$ cat config.mk
export PLATFORM = sky130hd
export DESIGN_NAME = scan_mem_loader
export DESIGN_NICKNAME = d
export VERILOG_FILES = /design/src/rtl/scan_mem_loader.sv
export SDC_FILE = /design/constraint.sdc
export NUM_CORES = 1
export LEC_CHECK = 0
export CAP_MARGIN = 0
export CORE_AREA = 2 2 173 175
export DETAILED_ROUTE_END_ITERATION = 7
export DIE_AREA = 0 0 175 177
export HOLD_SLACK_MARGIN = 0.15
export PLACE_DENSITY_LB_ADDON = 0.3
export SETUP_SLACK_MARGIN = 0.1
export SLEW_MARGIN = 20
export SYNTH_ARGS = -nofsm -noshare
export SYNTH_HDL_FRONTEND = slang
export SYNTH_SLANG_ARGS = --single-unit
$ cat constraint.sdc
create_clock -name clk -period 5.33 [get_ports clk]
set_input_delay 1.066 -clock clk [delete_from_list [all_inputs] [get_ports clk]]
set_output_delay 1.066 -clock clk [all_outputs]
set_load 0.005 [all_outputs]
$ cat src/rtl/scan_mem_loader.sv
`default_nettype none
// ============================================================================
// Module   : scan_mem_loader
// Summary  : Serial scan-load responder. Deserialises an op bit, 32-bit length
//            and 32-bit start address, then writes streamed words to memory or
//            (with SCAN_READBACK_EN defined) reads words back onto scan_out.
// Revision : 1.0 - initial release
// ============================================================================
module scan_mem_loader #(
    parameter int ADDR_W = 32,
    parameter int DATA_W = 32
) (
    input  logic              clk,
    input  logic              Rst,
    input  logic              scan_en,
    input  logic              scan_in,
    output logic              scan_out,
    output logic              mem_we,
    output logic              mem_re,
    output logic [ADDR_W-1:0] mem_addr,
    output logic [DATA_W-1:0] mem_wdata,
    input  logic [DATA_W-1:0] mem_rdata,
    output logic              busy,
    output logic              done
);

    localparam int             CNT_W       = (DATA_W > 32) ? $clog2(DATA_W) : 5;
    localparam logic [CNT_W-1:0] c_HDR_LAST  = CNT_W'(31);
    localparam logic [CNT_W-1:0] c_DATA_LAST = CNT_W'(DATA_W - 1);

    typedef enum logic [2:0] {
        S_IDLE  = 3'd0,
        S_LEN   = 3'd1,
        S_ADDR  = 3'd2,
        S_WDATA = 3'd3,
        S_RGAP1 = 3'd4,
        S_RGAP2 = 3'd5,
        S_RDATA = 3'd6,
        S_DONE  = 3'd7
    } state_t;

    state_t              r_state;
    state_t              w_state_nx;

    logic                r_op;
    logic [CNT_W-1:0]    r_cnt;
    logic [30:0]         r_hdr;
    logic [31:0]         r_len;
    logic [ADDR_W-1:0]   r_addr;
    logic [DATA_W-1:0]   r_sh;
    logic                r_we;
    logic                r_done;
    logic [ADDR_W-1:0]   r_mem_addr;
    logic [DATA_W-1:0]   r_wdata;
`ifdef SCAN_READBACK_EN
    logic                r_re;
    logic [DATA_W-1:0]   r_pf;
`endif

    logic [31:0]         w_hdr_word;
    logic [31:0]         w_len_dec;
    logic [ADDR_W-1:0]   w_addr_inc;
    logic                w_hdr_last;
    logic                w_data_last;
    logic                w_unused;

    // The final header bit is still on scan_in when the field completes.
    assign w_hdr_word  = {scan_in, r_hdr};
    assign w_len_dec   = r_len - 32'd1;
    assign w_addr_inc  = r_addr + ADDR_W'(4);
    assign w_hdr_last  = (r_cnt == c_HDR_LAST);
    assign w_data_last = (r_cnt == c_DATA_LAST);
    assign w_unused    = ^{mem_rdata, r_sh[0]};

    always_ff @(posedge clk) begin
        if (!Rst) begin
            r_state <= S_IDLE;
        end else begin
            r_state <= w_state_nx;
        end
    end

    always_comb begin
        w_state_nx = r_state;
        if (!scan_en) begin
            w_state_nx = S_IDLE;
        end else begin
            case (r_state)
                S_IDLE:  w_state_nx = S_LEN;
                S_LEN:   if (w_hdr_last) w_state_nx = S_ADDR;
                S_ADDR: begin
                    if (w_hdr_last) begin
                        if (r_len == 32'd0)  w_state_nx = S_DONE;
                        else if (r_op)       w_state_nx = S_WDATA;
`ifdef SCAN_READBACK_EN
                        else                 w_state_nx = S_RGAP1;
`else
                        else                 w_state_nx = S_DONE;
`endif
                    end
                end
                S_WDATA: if (w_data_last && (r_len == 32'd1)) w_state_nx = S_DONE;
`ifdef SCAN_READBACK_EN
                S_RGAP1: w_state_nx = S_RGAP2;
                S_RGAP2: w_state_nx = S_RDATA;
                S_RDATA: if (w_data_last && (r_len == 32'd1)) w_state_nx = S_DONE;
`endif
                S_DONE:  w_state_nx = S_DONE;
                default: w_state_nx = S_IDLE;
            endcase
        end
    end

    // A dropped scan_en is treated exactly like reset for the datapath.
    always_ff @(posedge clk) begin
        if (!Rst || !scan_en) begin
            r_op       <= 1'b0;
            r_cnt      <= '0;
            r_hdr      <= '0;
            r_len      <= '0;
            r_addr     <= '0;
            r_sh       <= '0;
            r_we       <= 1'b0;
            r_done     <= 1'b0;
            r_mem_addr <= '0;
            r_wdata    <= '0;
`ifdef SCAN_READBACK_EN
            r_re       <= 1'b0;
            r_pf       <= '0;
`endif
        end else begin
            r_we   <= 1'b0;
            r_done <= (w_state_nx == S_DONE) && (r_state != S_DONE);
`ifdef SCAN_READBACK_EN
            r_re   <= 1'b0;
`endif
            case (r_state)
                S_IDLE: begin
                    r_op  <= scan_in;
                    r_cnt <= '0;
                end
                S_LEN: begin
                    r_hdr <= {scan_in, r_hdr[30:1]};
                    r_cnt <= r_cnt + CNT_W'(1);
                    if (w_hdr_last) begin
                        r_len <= w_hdr_word;
                        r_cnt <= '0;
                    end
                end
                S_ADDR: begin
                    r_hdr <= {scan_in, r_hdr[30:1]};
                    r_cnt <= r_cnt + CNT_W'(1);
                    if (w_hdr_last) begin
                        r_addr <= {w_hdr_word[ADDR_W-1:2], 2'b00};
                        r_cnt  <= '0;
`ifdef SCAN_READBACK_EN
                        if ((r_len != 32'd0) && !r_op) begin
                            r_re       <= 1'b1;
                            r_mem_addr <= {w_hdr_word[ADDR_W-1:2], 2'b00};
                        end
`endif
                    end
                end
                S_WDATA: begin
                    r_sh  <= {scan_in, r_sh[DATA_W-1:1]};
                    r_cnt <= r_cnt + CNT_W'(1);
                    if (w_data_last) begin
                        r_we       <= 1'b1;
                        r_wdata    <= {scan_in, r_sh[DATA_W-1:1]};
                        r_mem_addr <= r_addr;
                        r_addr     <= w_addr_inc;
                        r_len      <= w_len_dec;
                        r_cnt      <= '0;
                    end
                end
`ifdef SCAN_READBACK_EN
                S_RGAP2: begin
                    r_sh  <= mem_rdata;
                    r_cnt <= '0;
                    if (r_len > 32'd1) begin
                        r_re       <= 1'b1;
                        r_mem_addr <= w_addr_inc;
                    end
                end
                S_RDATA: begin
                    r_sh  <= r_sh >> 1;
                    r_cnt <= r_cnt + CNT_W'(1);
                    // Prefetch issued on bit 0 returns data during bit 1.
                    if (r_cnt == CNT_W'(1)) begin
                        r_pf <= mem_rdata;
                    end
                    if (w_data_last) begin
                        r_sh   <= r_pf;
                        r_cnt  <= '0;
                        r_addr <= w_addr_inc;
                        r_len  <= w_len_dec;
                        if (w_len_dec > 32'd1) begin
                            r_re       <= 1'b1;
                            r_mem_addr <= w_addr_inc + ADDR_W'(4);
                        end
                    end
                end
`endif
                default: begin
                end
            endcase
        end
    end

    assign busy      = (r_state != S_IDLE);
    assign done      = r_done;
    assign mem_we    = r_we;
    assign mem_addr  = r_mem_addr;
    assign mem_wdata = r_wdata;
`ifdef SCAN_READBACK_EN
    assign mem_re    = r_re;
    assign scan_out  = (r_state == S_RDATA) & r_sh[0];
`else
    assign mem_re    = 1'b0;
    assign scan_out  = 1'b0;
`endif

endmodule
`default_nettype wire
final_clocks.png
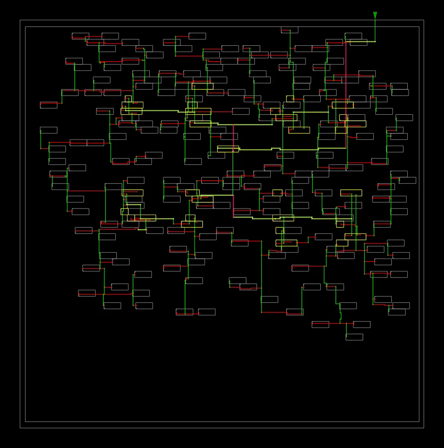
Num Clock Sinks: 197
Clk. pwr: 1320 uW
count of flip-flops and latches: 197
clock buffer count from CTS: 17
worst clock skew: 19.4 ps

pdn.png
Scale: 2 px per um. Pins as bars on the die edge. Tap cells in gray.
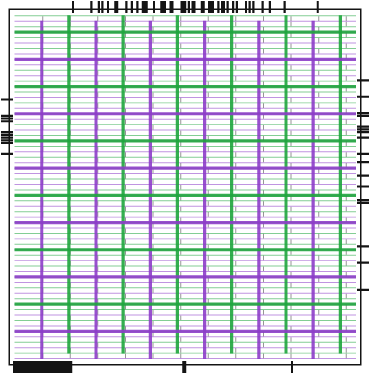
[purple] VSS
[green] VDD
rows: 63
signal pins: 105
tap cells: 390
met5 straps: 12
met4 straps: 12
VDD IR-drop max: 191 uV
chip height: 177 um
core footprint: 29,200 um2
die width: 175 um

met3.png
Scale: 1.5 px per um.
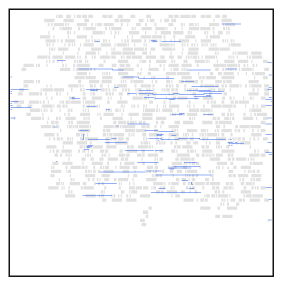
longest straight run: 36.8 um
share of all routed wire: 3.6%
main direction: horizontal
nets with wire on the layer: 78
met3 Use GR: 2.58%
drt total wl: 23,600 um
DR vias: 8,025

==> notes.md <==
fresh numbers from the pnr run: Final period util 58.8%, yosys cell count between 1,000 and 1,500, FP Rows between 60 and 70, IO buf count 68, Worst slew margin a little over a quarter, R2R Setup Slk 2200 ps, top cells by count nand2_1, dfxtp_1, a21oi_1, clkbuf_1, nor2_1, Max H-tree Level 4, post-synthesis cell type with the largest instance count nand2_1, area leader, netlist dfxtp_1, Synth Register Bits slightly below 200, fillers approximately 3,100, start point of the critical path r_cnt[0], required time of the critical path ~5700 ps, main flop type dfxtp_1, Pleak 0.00309 uW, Latency at later pin 440 ps, Cell Type Count 72, CTS Root Cell clkbuf_16, Seq/Total Area, Yosys 45.7%, Tmin final 3130 ps, Post-DP HPWL approximately 15,000 um, Inserted Diodes 0, Arr. time, crit path 3480 ps, Synth Instances about 1,100, Max-cap violations 0, Pwr Total between 2000 and 3000 uW, Layout area overhead 18.2%, vias in the first global route about 7,400, DR pass1 iterations 5, first-pass GRT wire length between 30,000 and 40,000 um, final setup fails 0, GP Congestion between 0.8 and 0.9, drt via density 5.21, ANT nets after route 0, Total GRT Usage between 15 and 20%, 1st-iter DRT viols ~740, largest net degree at the start of global routing 87, Slew @ Worst Pin approximately 1100 ps, class of the tightest hold or removal check flip-flop to flip-flop, Setup TNS 0 ps, initial antenna violation count 0, Resize count post-CTS 0, worst-path fanout max between 50 and 60, area reported by Yosys stat 8630 um2, maximum clock frequency approximately 320 MHz, Reg-to-Reg Start r_cnt[0], CTS Buffer Depth 2, IO Count about 110, EDFF count, synth 0, outcome finished clean, RSZ-0062 raised after global routing false, critical path type flip-flop to flip-flop, YS warnings 0, Post-synth ARST share 0%
layer usage:
metal	global-route usage, %	share of wire [%]
met5	0	0
met1	21.2	49
met4	3.37	0.65
met2	24.3	46
met3	2.58	3.6
power breakdown:
group	total, uW	internal (uW)	switching [uW]
Sequential	1470	1470	0.760
Combinational	54.7	11.3	43.4
Clock	1320	697	625
Total	2850	2180	669
metrics by stage:
step	worst slack (ps)	util [%]	area (um2)	hold slack, ps	instances
after floorplan	2960	-	8640	432	1125
after global placement	2210	32.8	9600	442	1509
after detailed placement	2220	32.8	9600	446	1509
after CTS	2180	34.9	10200	456	1541
after global routing	1940	34.9	10200	477	1541
final	2200	34.9	10200	454	1541
cell usage in the layout, fill, tap and decap left out, types with 5 or more instances in the layout:
| cell | instances |
|---|---|
| ha_1 | 6 |
| o211ai_1 | 12 |
| or4_1 | 11 |
| nand3_1 | 27 |
| a211oi_1 | 5 |
| nor3_1 | 12 |
| and3_1 | 7 |
| nand2_1 | 300 |
| o311ai_0 | 5 |
| a22oi_1 | 16 |
| o22ai_1 | 5 |
| a21oi_1 | 177 |
| buf_4 | 14 |
| a31oi_1 | 26 |
| clkdlybuf4s50_1 | 68 |
| nand4_1 | 9 |
| clkbuf_16 | 17 |
| dfxtp_1 | 197 |
| or3_1 | 12 |
| and2_1 | 5 |
| inv_1 | 11 |
| nor4_1 | 7 |
| o21ai_0 | 31 |
| nor3b_1 | 6 |
| nor2_1 | 62 |
| inv_6 | 6 |
critical path, stage by stage, from the launching register on:
cell,delay [ps]
dfxtp_1,380
ha_1,190
and3_1,170
ha_1,320
and3b_1,200
buf_4,320
nand2_2,430
buf_4,440
or3_1,410
a31oi_1,160
final timing paths:
check / to / cells past startpoint
worst min register to register: mem_addr[30] / 2
worst min-delay path: mem_addr[30] / 2
worst max-delay path: r_addr[24] / 9
worst max register to register: r_addr[24] / 9
layout make-up:
cell class                      count  area [um2]  share of cell area [%]
Clock buffer                       19         453                    4.44
Clock inverter                     13         151                    1.48
Inverter                           11        41.3                   0.405
Multi-Input combinational cell    828        4320                    42.3
Sequential cell                   197        3940                    38.7
Tap cell                          390         488                    4.78
Timing Repair Buffer               83         806                    7.90
registers in the layout, indices dropped and copies added, names as in the netlist, 3 cells and up:
name       flops
r_cnt          5
r_len         32
r_addr        30
mem_wdata     32
r_hdr         31
mem_addr      30
r_state        3
r_sh          31
logic make-up (layout without fill, tap and decap cells):
| family | Yosys count | after routing | synth area share (%) |
|---|---|---|---|
| AND/OR/NAND/NOR | 495 | 495 | 26.4 |
| AND-OR/OR-AND | 318 | 318 | 21.8 |
| flip-flops | 197 | 197 | 45.7 |
| buffers and inverters | 100 | 126 | 4.61 |
| adder cells (fa/ha/maj) | 6 | 6 | 0.870 |
| multiplexers | 3 | 3 | 0.362 |
| XOR/XNOR | 2 | 2 | 0.203 |
| other | 1 | 4 | 0.0434 |
Power is estimated from default activity; no workload was simulated.
